[src/rtl/sram_march_bist.sv]
// rtl/sram_march_bist.sv - March C- built-in self-test engine for the 64x64 SRAM
//
// Drives the SRAM write-enable, address and write data through a March C-
// sequence, compares the registered read data one cycle after each read,
// and reports pass/fail with diagnostics for the first mismatch.
//
// Ports:
//   clk           rising-edge clock, shared with the SRAM
//   rst           asynchronous active-high reset
//   start         run request, accepted only in IDLE
//   busy          high for the whole run (10N+1 cycles)
//   done          one-cycle pulse at the end of a run
//   pass          run result, valid with done, held until the next accepted start
//   err_cnt       saturating count of mismatching reads
//   fail_addr     address of the first mismatch
//   fail_elem     March element index (0..5) of the first mismatch
//   fail_syndrome read data XOR expected data at the first mismatch
//   mem_we        SRAM write enable
//   mem_addr      SRAM address
//   mem_din       SRAM write data
//   mem_dout      SRAM read data, valid one cycle after the read is issued

module sram_march_bist #(
  parameter int DATA_W = 64,
  parameter int ADDR_W = 6,
  parameter int ERR_W  = 8
) (
  input  logic              clk,
  input  logic              rst,
  input  logic              start,
  output logic              busy,
  output logic              done,
  output logic              pass,
  output logic [ERR_W-1:0]  err_cnt,
  output logic [ADDR_W-1:0] fail_addr,
  output logic [2:0]        fail_elem,
  output logic [DATA_W-1:0] fail_syndrome,
  output logic              mem_we,
  output logic [ADDR_W-1:0] mem_addr,
  output logic [DATA_W-1:0] mem_din,
  input  logic [DATA_W-1:0] mem_dout
);

  typedef enum logic [2:0] {
    IDLE  = 3'd0,
    E0_W  = 3'd1,
    RD    = 3'd2,
    WR    = 3'd3,
    E5_RD = 3'd4,
    FLUSH = 3'd5,
    DONE  = 3'd6
  } state_t;

  localparam logic [ADDR_W-1:0] ADDR_MAX = {ADDR_W{1'b1}};
  localparam logic [ADDR_W-1:0] ADDR_MIN = {ADDR_W{1'b0}};
  localparam logic [ERR_W-1:0]  ERR_SAT  = {ERR_W{1'b1}};

  state_t            state, state_n;
  logic [ADDR_W-1:0] addr, addr_n;
  logic [2:0]        elem, elem_n;
  logic              we_n;
  logic [DATA_W-1:0] din_n;
  logic              start_acc;
  logic              elem_up;
  logic              elem_last;

  // Read pipeline: what was issued last cycle and what it should return.
  logic              rd_pend;
  logic [ADDR_W-1:0] rd_addr;
  logic [2:0]        rd_elem;
  logic              rd_exp1;
  logic [DATA_W-1:0] syndrome;
  logic              mismatch;

  assign start_acc = (state == IDLE) && start;
  // E1/E2 walk upward, E3/E4 walk downward.
  assign elem_up   = (elem == 3'd1) || (elem == 3'd2);
  assign elem_last = elem_up ? (addr == ADDR_MAX) : (addr == ADDR_MIN);
  assign syndrome  = mem_dout ^ {DATA_W{rd_exp1}};
  assign mismatch  = rd_pend && (|syndrome);

  assign busy     = (state != IDLE) && (state != DONE);
  assign done     = (state == DONE);
  assign mem_addr = addr;

  always_comb begin
    state_n = state;
    addr_n  = addr;
    elem_n  = elem;
    case (state)
      IDLE: begin
        addr_n = ADDR_MIN;
        if (start) begin
          state_n = E0_W;
          elem_n  = 3'd0;
        end
      end
      E0_W: begin
        if (addr == ADDR_MAX) begin
          state_n = RD;
          elem_n  = 3'd1;
          addr_n  = ADDR_MIN;
        end else begin
          addr_n = addr + 1'b1;
        end
      end
      RD: begin
        state_n = WR;
      end
      WR: begin
        if (elem_last) begin
          if (elem == 3'd4) begin
            state_n = E5_RD;
            elem_n  = 3'd5;
            addr_n  = ADDR_MIN;
          end else begin
            state_n = RD;
            elem_n  = elem + 3'd1;
            // Next element is E2 (up) or E3/E4 (down).
            addr_n  = (elem == 3'd1) ? ADDR_MIN : ADDR_MAX;
          end
        end else begin
          state_n = RD;
          addr_n  = elem_up ? addr + 1'b1 : addr - 1'b1;
        end
      end
      E5_RD: begin
        if (addr == ADDR_MAX) begin
          state_n = FLUSH;
          addr_n  = ADDR_MIN;
        end else begin
          addr_n = addr + 1'b1;
        end
      end
      FLUSH: begin
        state_n = DONE;
        addr_n  = ADDR_MIN;
      end
      DONE: begin
        state_n = IDLE;
        addr_n  = ADDR_MIN;
      end
      default: begin
        state_n = IDLE;
        addr_n  = ADDR_MIN;
        elem_n  = 3'd0;
      end
    endcase

    // SRAM controls are computed for the upcoming state and registered.
    we_n  = (state_n == E0_W) || (state_n == WR);
    din_n = ((state_n == WR) && ((elem_n == 3'd1) || (elem_n == 3'd3)))
            ? {DATA_W{1'b1}} : {DATA_W{1'b0}};
  end

  always_ff @(posedge clk or posedge rst) begin
    if (rst) begin
      state   <= IDLE;
      addr    <= ADDR_MIN;
      elem    <= 3'd0;
      mem_we  <= 1'b0;
      mem_din <= '0;
      rd_pend <= 1'b0;
      rd_addr <= ADDR_MIN;
      rd_elem <= 3'd0;
      rd_exp1 <= 1'b0;
    end else begin
      state   <= state_n;
      addr    <= addr_n;
      elem    <= elem_n;
      mem_we  <= we_n;
      mem_din <= din_n;
      rd_pend <= (state == RD) || (state == E5_RD);
      rd_addr <= addr;
      rd_elem <= elem;
      // E2 and E4 read back all-ones; every other read expects zeros.
      rd_exp1 <= (elem == 3'd2) || (elem == 3'd4);
    end
  end

  always_ff @(posedge clk or posedge rst) begin
    if (rst) begin
      pass          <= 1'b0;
      err_cnt       <= '0;
      fail_addr     <= '0;
      fail_elem     <= 3'd0;
      fail_syndrome <= '0;
    end else if (start_acc) begin
      pass          <= 1'b0;
      err_cnt       <= '0;
      fail_addr     <= '0;
      fail_elem     <= 3'd0;
      fail_syndrome <= '0;
    end else begin
      if (mismatch) begin
        if (err_cnt != ERR_SAT) err_cnt <= err_cnt + 1'b1;
        // err_cnt is cleared per run and never wraps, so zero marks the first failure.
        if (err_cnt == '0) begin
          fail_addr     <= rd_addr;
          fail_elem     <= rd_elem;
          fail_syndrome <= syndrome;
        end
      end
      // FLUSH holds the last compare, so the verdict is settled here and valid in DONE.
      if (state == FLUSH) pass <= (err_cnt == '0) && !mismatch;
    end
  end

endmodule

[config.mk]
export PLATFORM = sky130hd
export DESIGN_NAME = sram_march_bist
export DESIGN_NICKNAME = d
export VERILOG_FILES = /design/src/rtl/sram_march_bist.sv
export SDC_FILE = /design/constraint.sdc
export NUM_CORES = 1
export LEC_CHECK = 0
export CAP_MARGIN = 20
export CELL_PAD_IN_SITES_DETAIL_PLACEMENT = 1
export CELL_PAD_IN_SITES_GLOBAL_PLACEMENT = 2
export CORE_MARGIN = 3
export CORE_UTILIZATION = 27
export CTS_BUF_LIST = sky130_fd_sc_hd__clkbuf_2 sky130_fd_sc_hd__clkbuf_4 sky130_fd_sc_hd__clkbuf_8
export DETAILED_ROUTE_END_ITERATION = 8
export GPL_ROUTABILITY_DRIVEN = 0
export GPL_TIMING_DRIVEN = 0
export PLACE_DENSITY = 0.83
export SLEW_MARGIN = 10
export SYNTH_ARGS = -nofsm -noshare
export SYNTH_HDL_FRONTEND = slang
export SYNTH_SLANG_ARGS = --single-unit
[constraint.sdc]
create_clock -name clk -period 4.5 [get_ports clk]
set_input_delay 1.125 -clock clk [delete_from_list [all_inputs] [get_ports clk]]
set_output_delay 1.125 -clock clk [all_outputs]
set_load 0.02 [all_outputs]
Fig. 1: run 1, routed metal per tile
Drawn at 2 px/micron. The die is cut into 32 by 32 equal tiles; dark blue is low, red is high, scaled to the fullest tile. Values are wire area over tile area, all layers added.
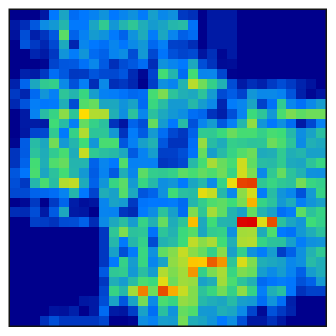
mean over tiles: 0.15
nearly empty tiles: 18%
emptiest ninth of the die: south-west
tiles over half the peak: 14%
wire length per cell: 19.85 microns
Total GRT Usage: 18.51%
final wirelength: 23.48 mm
Vias: 5,749

Fig. 2: run 1, sequential cells colored by netlist name
Drawn at 4 px/micron. Other sequential cells in the stronger gray, the rest of the logic in the fainter gray.
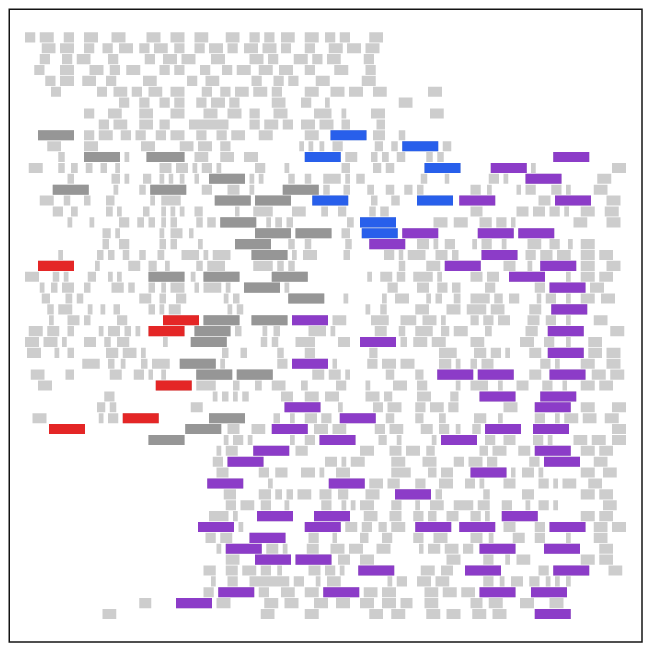
| color | name in the netlist | sequential cells |
|---|---|---|
| red | `mem_addr` | 6 |
| purple | `fail_syndrome` | 64 |
| blue | `err_cnt` | 8 |
not colored: 29
register area: 2679 sq um
seq pwr: 0.961 mW
sequential cell area share: 29.63%

Fig. 3: run 1, metal layers overlaid
Drawn at 2 px/micron. Two of the layers only.
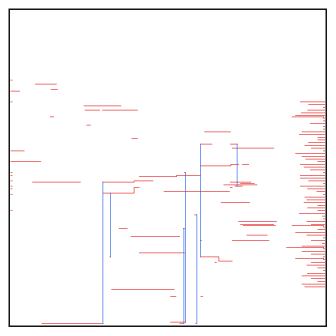
| color | layer | wire length |
|---|---|---|
| blue | M4 | 357 microns |
| red | M3 | 1,110 microns |

Fig. 4: run 1, wires at chosen ports, followed through buffers
Drawn at 3 px/micron.
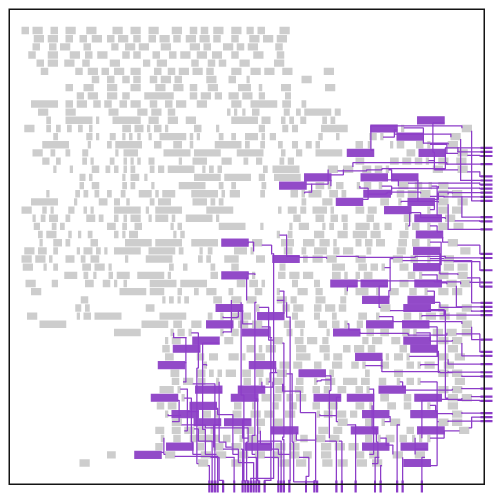
| color | port | bits | direction | edge | end cells | buffers | wire |
|---|---|---|---|---|---|---|---|
| purple | `fail_syndrome` | 64 | output | 35 east, 29 south | 64 | 64 | 2,630 microns |
I/O pin total: 222
port bufs: 221

==> run summary, run 1 <==
run results: hold crit path type=reg -> reg, Gate Count Post-Synth=664, Post-Layout Cell Count=1,183, final setup fails=0, first-pass GRT wire length=35.46 mm, ao+oa area frac=between 15 and 20%, most frequent logic cell in the layout=clkdlybuf4s50_1, Core Area=about 22,000 sq um, Via density=~5, design area=between 9000 and 10,000 sq um, Min Clock Period, post-route=3.621 ns, launch point of the worst reg-to-reg path=err_cnt[0]$_DFFE_PP0P_, share of layout cells above drive strength 1=12.40%, nets=approximately 970, M1 WL=roughly 11 mm, Sink Count=107, largest class=buffers, actual slew at the worst max-slew pin=between 0.7 and 0.8 ns, Static Leak=3.538 nW, initial antenna violation count=0, outcome=finished, final reports clean, Worst R2R Setup Slack=1.32 ns, yosys cell count=664, Multiplexer share=~2.9%, PwrDens=190.5 nW/um^2, pin count of the biggest net entering global routing=about 63, Post-synth ARST share=100.0%
Fig. 5: run 1, placement view
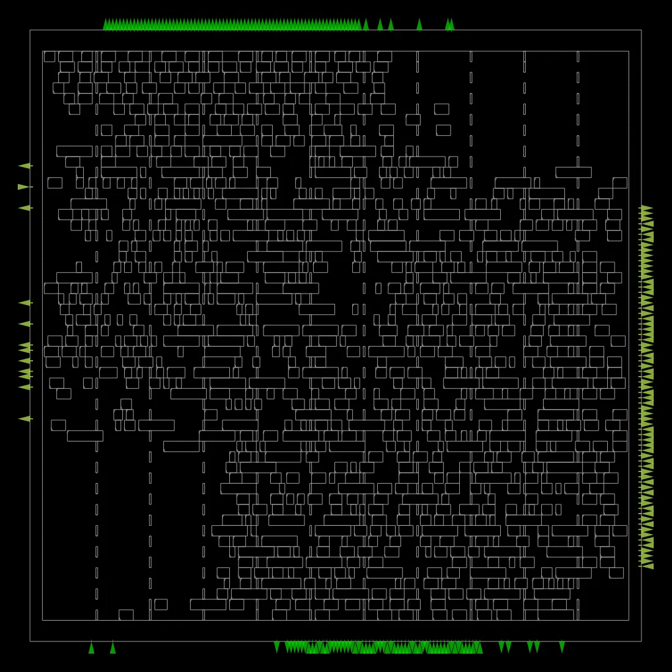

--- run 2 (diff from run 1) ---
Clock period 4.5 ns to 3.6 ns, I/O delays scaled along.
Fig. 6: run 2, placement view
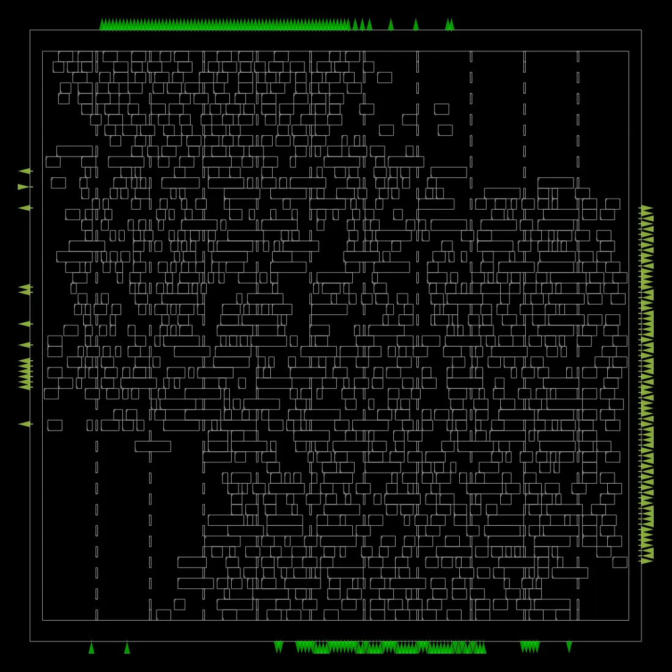
# fillers: 2,566
Post-Layout Cell Count: 1,186
Rows: 54
Core Area: 22,230 sq um
registers: 107

Fig. 7: run 2, wires at chosen ports, followed through buffers
Drawn at 3 px/micron.
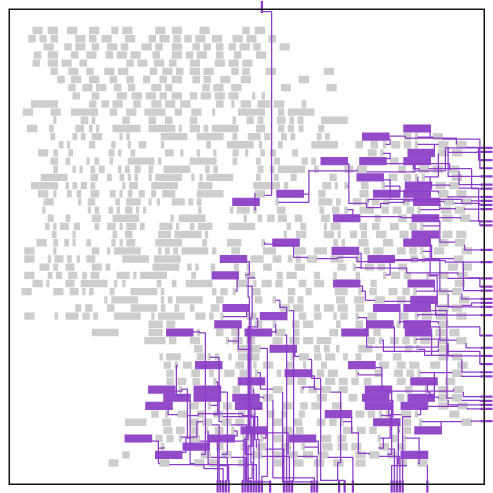
| color | port | bits | direction | edge | end cells | buffers | wire |
|---|---|---|---|---|---|---|---|
| purple | `fail_syndrome` | 64 | output | 33 east, 30 south, 1 north | 64 | 64 | 2,730 microns |

==> run 2 against run 1 <==
  * Wire length is 0.53% lower
  * Highest routed layer unchanged
  * Combinational power grew 28%
  * Clock skew rose by 0.0016 ns
  * First-iteration DRC count is 8.0% lower
  * Flip-flop count did not move
  * Cell area grew 0.22%
  * Worst hold slack better by 0.0076 ns
  * Core utilization rose by 0.090 points
  * Critical path depth stayed put
  * Critical path type unchanged
  * Non-clock buffer count increased by 2
  * Setup slack worse by 0.67 ns
  * Global-route usage decreased by 0.15 points
==> run summary, run 2 <==
run results: outcome=finished, final reports clean, WHS Path Cells=0, Gate Count Post-Synth=664, M1 WL=10.51 mm, n_taps=280, initial antenna violation count=0, Worst path max stage delay=0.72 ns, sw frac=24.63%, Static Leak=3.534 nW, chip area=24,900 sq um, nets=975, Worst R2R Setup Slack=0.40 ns, ao+oa area frac=15.87%, post-CTS sizing=0, seq pwr=1.20 mW, launch point of the worst reg-to-reg path=rd_exp1$_DFF_PP0_, Min Clock Period, post-route=3.395 ns, routed wl met3=1.110 mm, Post-synth ARST share=100.0%, Via density=4.958, final wirelength=23.35 mm, number of DRC markers in iteration 0=264, Multiplexer share=between 2 and 3%, port bufs=between 200 and 250, sequential cell area share=between 20 and 30%, largest class=buffers, Total GRT Usage=18.36%, Sequential Power Share=56.3%, register area=2679 sq um, share of layout cells above drive strength 1=12.60%, first-pass GRT wire length=35.40 mm, pin count of the biggest net entering global routing=52, design area=9061 sq um, hold crit path type=reg -> reg, final setup fails=0, PwrDens=235.5 nW/um^2, Vias=5,880, Sink Count=~110, actual slew at the worst max-slew pin=~0.8 ns
Power is estimated from default activity; no workload was simulated.
